==> run_1/cell_classes.png <==
Drawn at 1 px/µm.
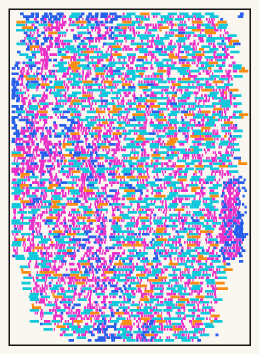
==> run_1/metal_stack.png <==
Drawn at 1 px/µm.
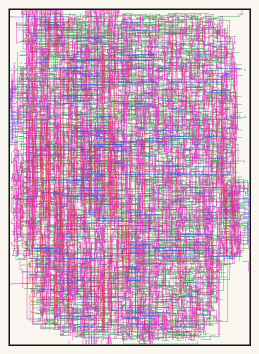
==> run_1/final_clocks.png <==
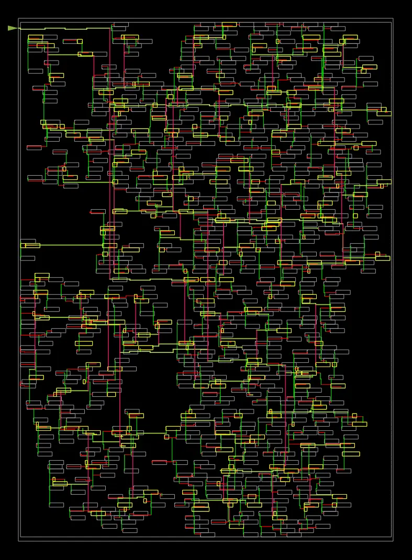
[src/rtl/bp_pkg.sv]
// Shared types and helpers for the fetch-stage branch predictor.
package bp_pkg;

  // Tags are stored zero-extended to the widest tag any legal configuration
  // can take (32 PC bits minus the 2 byte-offset bits).
  localparam int BP_TAG_MAX = 30;

  typedef enum logic [1:0] {
    SNT = 2'd0,
    WNT = 2'd1,
    WT  = 2'd2,
    ST  = 2'd3
  } bp_cnt_t;

  typedef struct packed {
    logic                  valid;
    logic [BP_TAG_MAX-1:0] tag;
    logic [31:0]           target;
  } btb_entry_t;

  // Next 2-bit counter value: saturating step for conditional branches,
  // forced strongly-taken for unconditional jumps.
  function automatic bp_cnt_t bp_cnt_next(bp_cnt_t cnt, logic taken, logic is_cond);
    bp_cnt_t nxt;
    nxt = cnt;
    if (!is_cond) begin
      nxt = ST;
    end else if (taken) begin
      if (cnt != ST) nxt = bp_cnt_t'(cnt + 2'd1);
    end else begin
      if (cnt != SNT) nxt = bp_cnt_t'(cnt - 2'd1);
    end
    return nxt;
  endfunction

endpackage

[src/rtl/branch_predictor.sv]
// Direct-mapped BHT (2-bit counters) plus BTB. Predicts combinationally for
// fetch, learns from execute-stage resolutions, and emits registered
// mispredict/control-transfer pulses and a fetch redirect.
module branch_predictor
  import bp_pkg::*;
#(
  parameter int ENTRIES = 16,
  parameter int TAG_W   = 8
) (
  input  logic        clk,
  input  logic        rstN,
  input  logic [31:0] fetchPc,
  output logic        predTaken,
  output logic [31:0] predTarget,
  input  logic        resValid,
  input  logic [31:0] resPc,
  input  logic        resIsCond,
  input  logic        resTaken,
  input  logic [31:0] resTarget,
  input  logic        resPredTaken,
  input  logic [31:0] resPredTarget,
  output logic        wrongBranch,
  output logic        controlXfer,
  output logic        redirect,
  output logic [31:0] redirectPc
);

  localparam int IDX_W = $clog2(ENTRIES);
  localparam logic [BP_TAG_MAX-1:0] TAG_MASK = BP_TAG_MAX'((64'd1 << TAG_W) - 64'd1);

  // Tag is the TAG_W PC bits directly above the index field.
  function automatic logic [BP_TAG_MAX-1:0] tag_of(logic [31:0] pc);
    return BP_TAG_MAX'(pc >> (IDX_W + 2)) & TAG_MASK;
  endfunction

  btb_entry_t btb_q [ENTRIES];
  bp_cnt_t    cnt_q [ENTRIES];

  logic                  wrong_branch_q;
  logic                  control_xfer_q;
  logic                  redirect_q;
  logic [31:0]           redirect_pc_q;

  logic [IDX_W-1:0]      fetch_idx;
  logic                  fetch_hit;
  logic [IDX_W-1:0]      res_idx;
  logic [BP_TAG_MAX-1:0] res_tag;
  logic                  res_hit;
  bp_cnt_t               res_base;
  bp_cnt_t               res_cnt_d;
  logic                  res_mis;
  logic [31:0]           redirect_pc_d;

  assign fetch_idx = fetchPc[IDX_W+1:2];
  assign res_idx   = resPc[IDX_W+1:2];
  assign res_tag   = tag_of(resPc);

  // Prediction reads the registered tables, so a same-cycle update is not seen.
  always_comb begin
    fetch_hit  = btb_q[fetch_idx].valid && (btb_q[fetch_idx].tag == tag_of(fetchPc));
    predTaken  = fetch_hit && ((cnt_q[fetch_idx] == WT) || (cnt_q[fetch_idx] == ST));
    predTarget = predTaken ? btb_q[fetch_idx].target : (fetchPc + 32'd4);
  end

  // Resolution: a freshly allocated entry starts from WT (branch) or ST (jump)
  // and then takes the normal counter step.
  always_comb begin
    res_hit       = btb_q[res_idx].valid && (btb_q[res_idx].tag == res_tag);
    res_base      = res_hit ? cnt_q[res_idx] : (resIsCond ? WT : ST);
    res_cnt_d     = bp_cnt_next(res_base, resTaken, resIsCond);
    res_mis       = resValid &&
                    ((resTaken != resPredTaken) ||
                     (resTaken && (resTarget != resPredTarget)));
    redirect_pc_d = resTaken ? resTarget : (resPc + 32'd4);
  end

  // Table update: taken outcomes (re)write the BTB entry; a not-taken miss
  // leaves everything alone.
  always_ff @(posedge clk or negedge rstN) begin
    if (!rstN) begin
      for (int i = 0; i < ENTRIES; i++) begin
        btb_q[i] <= '0;
        cnt_q[i] <= WNT;
      end
    end else if (resValid && (resTaken || res_hit)) begin
      cnt_q[res_idx] <= res_cnt_d;
      if (resTaken) begin
        btb_q[res_idx] <= '{valid: 1'b1, tag: res_tag, target: resTarget};
      end
    end
  end

  // One-cycle event pulses and redirect, registered one cycle after resValid.
  always_ff @(posedge clk or negedge rstN) begin
    if (!rstN) begin
      wrong_branch_q <= 1'b0;
      control_xfer_q <= 1'b0;
      redirect_q     <= 1'b0;
      redirect_pc_q  <= 32'd0;
    end else begin
      wrong_branch_q <= res_mis;
      control_xfer_q <= resValid;
      redirect_q     <= res_mis;
      if (resValid) redirect_pc_q <= redirect_pc_d;
    end
  end

  assign wrongBranch = wrong_branch_q;
  assign controlXfer = control_xfer_q;
  assign redirect    = redirect_q;
  assign redirectPc  = redirect_pc_q;

endmodule

[config.mk]
export PLATFORM = sky130hd
export DESIGN_NAME = branch_predictor
export DESIGN_NICKNAME = d
export VERILOG_FILES = /design/src/rtl/bp_pkg.sv /design/src/rtl/branch_predictor.sv
export SDC_FILE = /design/constraint.sdc
export NUM_CORES = 1
export LEC_CHECK = 0
export ABC_AREA = 1
export CORE_ASPECT_RATIO = 1.4
export CORE_UTILIZATION = 46
export CTS_CLUSTER_DIAMETER = 30
export DETAILED_ROUTE_END_ITERATION = 8
export SYNTH_ARGS = -nofsm -noshare
export SYNTH_HDL_FRONTEND = slang
export SYNTH_SLANG_ARGS = --single-unit
[constraint.sdc]
create_clock -name clk -period 3.6 [get_ports clk]
set_clock_uncertainty 0.05 [all_clocks]
set_input_delay 0.72 -clock clk [delete_from_list [all_inputs] [get_ports clk]]
set_output_delay 0.72 -clock clk [all_outputs]
set_load 0.005 [all_outputs]
==> results_dict.tcl, run 1 <==
# metrics dict for downstream scripts
set metrics [dict create \
    synth_adder_area_share 0.00172 \
    p_seq_frac 0.374 \
    first_pass_iters 6 \
    worst_slack_ns -0.231 \
    yosysUniqueCellTypes 54 \
    violations "setup timing" \
    yosys.area.top_type_share 0.487 \
    syn_area_mm2 0.0363 \
    drive_gt1_frac 0.162 \
    worstPathArrival_ns 3.06 \
    port_buffers 201 \
    hold_depth 2 \
    enable_flop_cells 0 \
    clock_latency_ns 0.73 \
    die_w_um 239 \
    synth-main-ff-cell "dfrtp_1" \
    synth_flops 722 \
    cts_tree "done" \
    layout_min_cycle_time_ns 3.83 \
    r2r_end "cnt_q[31]" \
    ys_seq_frac 0.498 \
    slew_violations 0 \
    antenna_left 0 \
    dp_slack_ns -0.613 \
    wl_met2_um 65100 \
    path_clk_slew_ns 0.05 \
    ys_sh_aoi 0.200 \
    syn_inst 4701 \
    antenna_cells 0 \
    fin_hold_ws_ns 0.357 \
    openroad.warnings 31 \
    r2r_cells 28 \
    finalClockPeriodUsage 1.06 \
    clockPowerShare 0.474 \
    cp-end-kind "output pin" \
    die_h_um 334 \
    critical_path.startpoint_type "flip-flop" \
    ir_worst_vdd_mv 0.520 \
    synth.most_common_cell "nand2_1" \
    status "complete, but fails checks" \
    crit_path_max_fanout 4 \
    nets 5213 \
    ys_sh_xor 0.0116 \
    met3_length_um 8730 \
    overflow 0 \
    yosysTopAreaCell "dfrtp_1" \
    grt_pass1_vias 34300 \
    worstHoldPathType "in -> reg" \
    p_int_mw 19.9 \
    simple_gate_share 0.217 \
    rrSetupSlack_ns 0.16 \
    floorplan.nets 4840 \
    finalSetupViolCount 33 \
    synthTopCellsByCount "1317 x nand2_1, 1037 x o21ai_0, 706 x dfrtp_1, 377 x nor2_1, 278 x clkbuf_1" \
    pwr-share-comb 0.152 \
    ios 202 \
    layout.cells.most_common "nand2_1" \
    critPathKind "reg -> out" \
    gp_congestion 0.943 \
    power.total_mw 27.9 \
    grt_pass1_wl_um 208000 \
    fp_util 0.466 \
    fillCellCount 7034 \
    h-tree-depth 4 \
    antenna_found_initial 2 \
    top_logic_kind "simple AND/OR/NAND/NOR gates" \
    slew_headroom 0.397 \
    ys_warn_count 0 \
    p_per_area_mw_per_mm2 592 \
    crit_required_ns 2.83 \
    via_per_inst 5.62 \
    grt_max_degree 83 \
    ys_cells 4701 \
]
## Picture notes: cell_classes.png
flip-flops: marked cyan, cells 722. all other logic: marked magenta, cells 3624. other buffers and delay cells: marked blue, cells 587. clock drivers and dummy loads: marked orange, cells 257.
standard-cell rows: 121
Core Area: 0.0780 mm²
Core Util, Final: 0.605

## Picture notes: metal_stack.png
met4: marked red, wire length 8870 µm. met3: marked blue, wire length 8730 µm. met5: marked cyan, wire length 12.9 µm. met1: marked green, wire length 55.1 mm. met2: marked magenta, wire length 65.1 mm.
drt wl/cell: 22.1 µm
Vias: 35.0k
gr usage total: 0.347
routed wire length: 138000 µm

## Picture notes: final_clocks.png
Flops: 722
sinks on the clock net: 722
CTS buffer count: 139

[run 1: area by class of cell]
cell class	count	area, µm²	area share
flip-flops and latches	722	18100	0.384
multi-input cells	3355	16100	0.342
repair buffers	587	5810	0.123
clock buffers	177	3810	0.0808
well taps	1045	1310	0.0277
inverters	269	1030	0.0218
clock inverters	80	982	0.0208
[run 1: sequential cells by signal, indices dropped and copies added, names as in the netlist]
signal / flops
btb_q: 656
cnt_q: 32
redirectPc: 32
controlXfer: 1
redirect: 1
[run 1: critical path: stages (launching register included)]
cell	delay, ns
dfrtp_1	0.39
inv_2	0.07
buf_6	0.09
nand2_2	0.04
o211ai_1	0.11
nand3_2	0.15
and3_4	0.19
o21ai_4	0.13
nand2_2	0.06
nor2_2	0.09
nand2_1	0.07
nor2_2	0.13
nand2_4	0.14
inv_6	0.12
buf_12	0.13
buf_6	0.11
buf_6	0.10
nand2_2	0.04
nand2_1	0.05
buf_2	0.11
[run 1: routing by layer]
layer,vias up,global-route usage
met5,-,0
met4,2,0.210
met3,395,0.0577
met2,1406,0.562
met1,16900,0.434
li1,16400,-
[run 1: worst max path at each step]
stage,end,depth (start not counted),from
3_5_place_dp,predTarget[30],14,fetchPc[5]
2_1_floorplan,predTarget[29],13,fetchPc[3]
6_report,predTarget[9],19,btb_q[542]
5_1_grt,predTarget[2],19,btb_q[542]
4_1_cts,cnt_q[24],37,btb_q[542]
3_3_place_gp,predTarget[30],14,fetchPc[5]
[run 1: power by group through the flow]
stage,clock network [mW],logic [mW],registers [mW]
finish,13.2,4.24,10.4
global route,13.7,4.77,10.6
CTS,13.3,4.18,10.4
detailed placement,0,4.11,10.5
global placement,0,4.02,10.5
floorplan,0,2.43,10.3
[run 1: kinds of logic after synthesis]
kind of cell | count (synthesis)
and+or+nand+nor | 1941
buffers and inverters | 625
DFF | 722
adders and majority gates | 5
AOI/OAI and AO/OA | 1360
xor gates and xnor gates | 48
[run 1: stage by stage]
stage / cell area [µm²] / instances / setup TNS, ns
2_1_floorplan: 36300 / 4701 / 0
3_3_place_gp: 41700 / 5939 / -15.27
3_5_place_dp: 41700 / 5939 / -15.30
4_1_cts: 46900 / 6236 / -19.26
5_1_grt: 47200 / 6235 / -9.51
6_report: 47200 / 6235 / -4.74
[run 1: repair_timing]
action | CTS | global route
hold endpoints to repair | 51 | 0
endpoints found under the setup margin | 33 | 65
cloned | 5 | 3
pin swaps | 20 | 41
resized | 187 | 91
hold buffers | 1 | 0
setup buffers | 34 | 8
## Run 2: what changed since run 1
- CTS_CLUSTER_DIAMETER: 30 -> 50
==> results_dict.tcl, run 2 <==
# metrics dict for downstream scripts
set metrics [dict create \
    numCtsBuffers 82 \
    power.total_mw 23.3 \
    grt_pass1_wl_um 205000 \
    final_util 0.581 \
    largest_register "btb_q" \
    grt_pass1_vias 33400 \
    synth-async-reset-ratio 1.00 \
    path_clk_slew_ns 0.06 \
    yosysTopAreaCell "dfrtp_1" \
    grt_max_degree 83 \
    slew_headroom 0.402 \
    synthTopCellsByCount "1317 x nand2_1, 1037 x o21ai_0, 706 x dfrtp_1, 377 x nor2_1, 278 x clkbuf_1" \
    slew_violations 0 \
    drc_errors 0 \
    fp_util 0.466 \
    layout.cells.most_common "nand2_1" \
    violations "setup timing" \
    critical_path.startpoint_type "input port" \
    p_int_mw 16.3 \
    antenna_found_initial 2 \
    die_h_um 334 \
    finalSetupTns_ns -0.793 \
    openroad.warnings 31 \
    worstPathArrival_ns 2.92 \
    syn_inst 4701 \
    yosysUniqueCellTypes 54 \
    cts_max_path_buffers 3 \
    die_area_mm2 0.0801 \
    crit_path_top_delay_cell "and3_4" \
    synth.avg_cell_area_um2 7.72 \
    p_per_area_mw_per_mm2 514 \
    critPathKind "in -> out" \
    status "complete, but fails checks" \
    worstHoldPathType "reg -> reg" \
    routed_wl_um 136000 \
    vias 34500 \
    rsz0062_at_grt "true" \
    cp_cell_sequence "buf_16 -> buf_16 -> a21oi_1 -> o21ai_0 -> nand3_1 -> and3_4 -> nor2_1 -> nand2_1 -> nand2_1 -> nor2_1 -> nand2_1 -> nor2_2 -> nand2_4 -> inv_6 -> buf_12 -> buf_6 -> buf_6 -> nand2_2 -> o21ai_1 -> buf_2" \
    h-tree-depth 3 \
    cts_tree "done" \
    coreArea_mm2 0.0780 \
    finalClockPeriodUsage 1.03 \
    synth_flops 722 \
    yosysChipArea_mm2 0.0363 \
    yosys.area.top_type_share 0.487 \
    ios 202 \
    swShare 0.301 \
    pwr-share-comb 0.183 \
    clock_latency_ns 0.67 \
    ys_seq_frac 0.498 \
    die_w_um 239 \
    core.rowCount 121 \
    layout_min_cycle_time_ns 3.69 \
    floorplan.nets 4840 \
    ys_cells 4701 \
    most-common-layout-cells "1253 x nand2_1, 1013 x o21ai_0, 706 x dfrtp_1" \
    dp.cells 5939 \
    p_leak_nw 21.6 \
    cpMostUsedCell "nand2_1" \
    synth-main-ff-cell "dfrtp_1" \
    crit_path_max_incr_delay_ns 0.22 \
    ir_worst_vdd_mv 0.401 \
    syn_area_mm2 0.0363 \
    max_freq_mhz 271 \
    gp_congestion 0.943 \
    cp_num_buf_inv 7 \
    ys_warn_count 0 \
    wl_per_cell_um 22.2 \
    worst_slack_ns -0.0917 \
    enable_flop_cells 0 \
    worst_slew_pin_slew_ns 0.896 \
    via_per_inst 5.61 \
    top_cells_by_area "dfrtp_1 49%, o21ai_0 14%, nand2_1 14%" \
    crit_path_max_fanout 22 \
    cp-end-kind "output pin" \
    cp_top_family "simple AND/OR/NAND/NOR gates" \
    antenna_left 0 \
    port_buffers 201 \
    fin_cells 6141 \
    crit_required_ns 2.83 \
    p_seq_frac 0.447 \
    largest_register_ffs 656 \
    drv_cap 0 \
    first_pass_iters 5 \
    drive_gt1_frac 0.151 \
    nets 5165 \
    finalSetupViolCount 20 \
    synth.most_common_cell "nand2_1" \
    cts_sinks 722 \
    clockPowerShare 0.370 \
    track_usage 0.341 \
    overflow 0 \
]
[run 2: per-stage QoR]
step	cell area [µm²]	hold WS [ns]	worst slack (ns)
final	45300	0.414	-0.0917
after global routing	45300	0.421	-0.181
after CTS	44900	0.416	-0.282
after detailed placement	41700	0.405	-0.613
after global placement	41700	0.403	-0.589
after floorplan	36300	0.374	0.396
[run 2: power groups by stage]
stage	clock network, mW	registers (mW)	logic (mW)
after detailed placement	0	10.5	4.11
after global placement	0	10.5	4.02
after floorplan	0	10.3	2.43
after CTS	8.71	10.4	4.19
final	8.61	10.4	4.27
after global routing	9.03	10.6	4.80
[run 2: layout make-up]
type                       instances  area, µm²
inverter                         269       1050
timing repair buffer             595       5960
clock buffer                     107       2280
tap                             1045       1310
clock inverter                    45        490
multi-input combinational       3354      16100
antenna                            2       5.00
fill                            7271      32600
timing repair inverter             2       22.5
sequential                       722      18100
[run 2: final timing paths]
kind                                 end  cells after the start  slack (ns)        from
max                        predTarget[2]                     20       -0.09  fetchPc[2]
min reg2reg                    cnt_q[26]                      2        0.41   cnt_q[26]
min in group asynchronous     btb_q[529]                      2        0.58        rstN
max in group asynchronous     btb_q[755]                      3        1.93        rstN
max reg2reg                    cnt_q[16]                     30        0.09  btb_q[542]
min                            cnt_q[26]                      2        0.41   cnt_q[26]
[run 2: per-layer routing]
layer  vias to the layer above  track usage  wire length (µm)
met2                      1267        0.556             64000
met1                     16600        0.432             54900
met4                         2        0.200              9080
met3                       354       0.0478              8410
met5                         -            0                11
li1                      16200            -                 -
[run 2: worst reg2reg max path, delay by kind of cell (launching register included)]
kind | cells | cell delay, ns
buf+inv | 17 | 1.90
simple gates | 11 | 0.85
flops | 1 | 0.36
compound gates | 2 | 0.28
[run 2: timing repair]
action / in CTS / in global routing
gates resized: 171 / 137
setup buffers: 34 / 9
pin swaps: 29 / 43
hold buffers: 1 / 0
endpoints found under the setup margin: 33 / 65
hold endpoints to repair: 10 / 0
gates cloned: 5 / 7
[run 2: logic make-up (layout without fill, tap and decap cells)]
family                   count (synthesis)  count (layout)  synth area share
AND-OR/OR-AND                         1360            1360             0.200
XOR/XNOR                                48              48            0.0116
adder cells (fa/ha/maj)                  5               5           0.00172
buffers and inverters                  625            1018            0.0707
flip-flops                             722             722             0.498
other                                    0               2                 0
AND/OR/NAND/NOR                       1941            1941             0.217
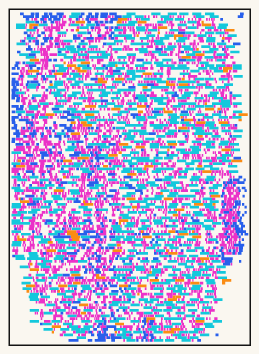
(run_2/cell_classes.png)
Drawn at 1 px/µm.
clock drivers and dummy loads: marked orange, cells 152. other buffers and delay cells: marked blue, cells 595. all other logic: marked magenta, cells 3625. flip-flops: marked cyan, cells 722.

Power figures rest on the tool's default switching activity, not on a simulated workload.
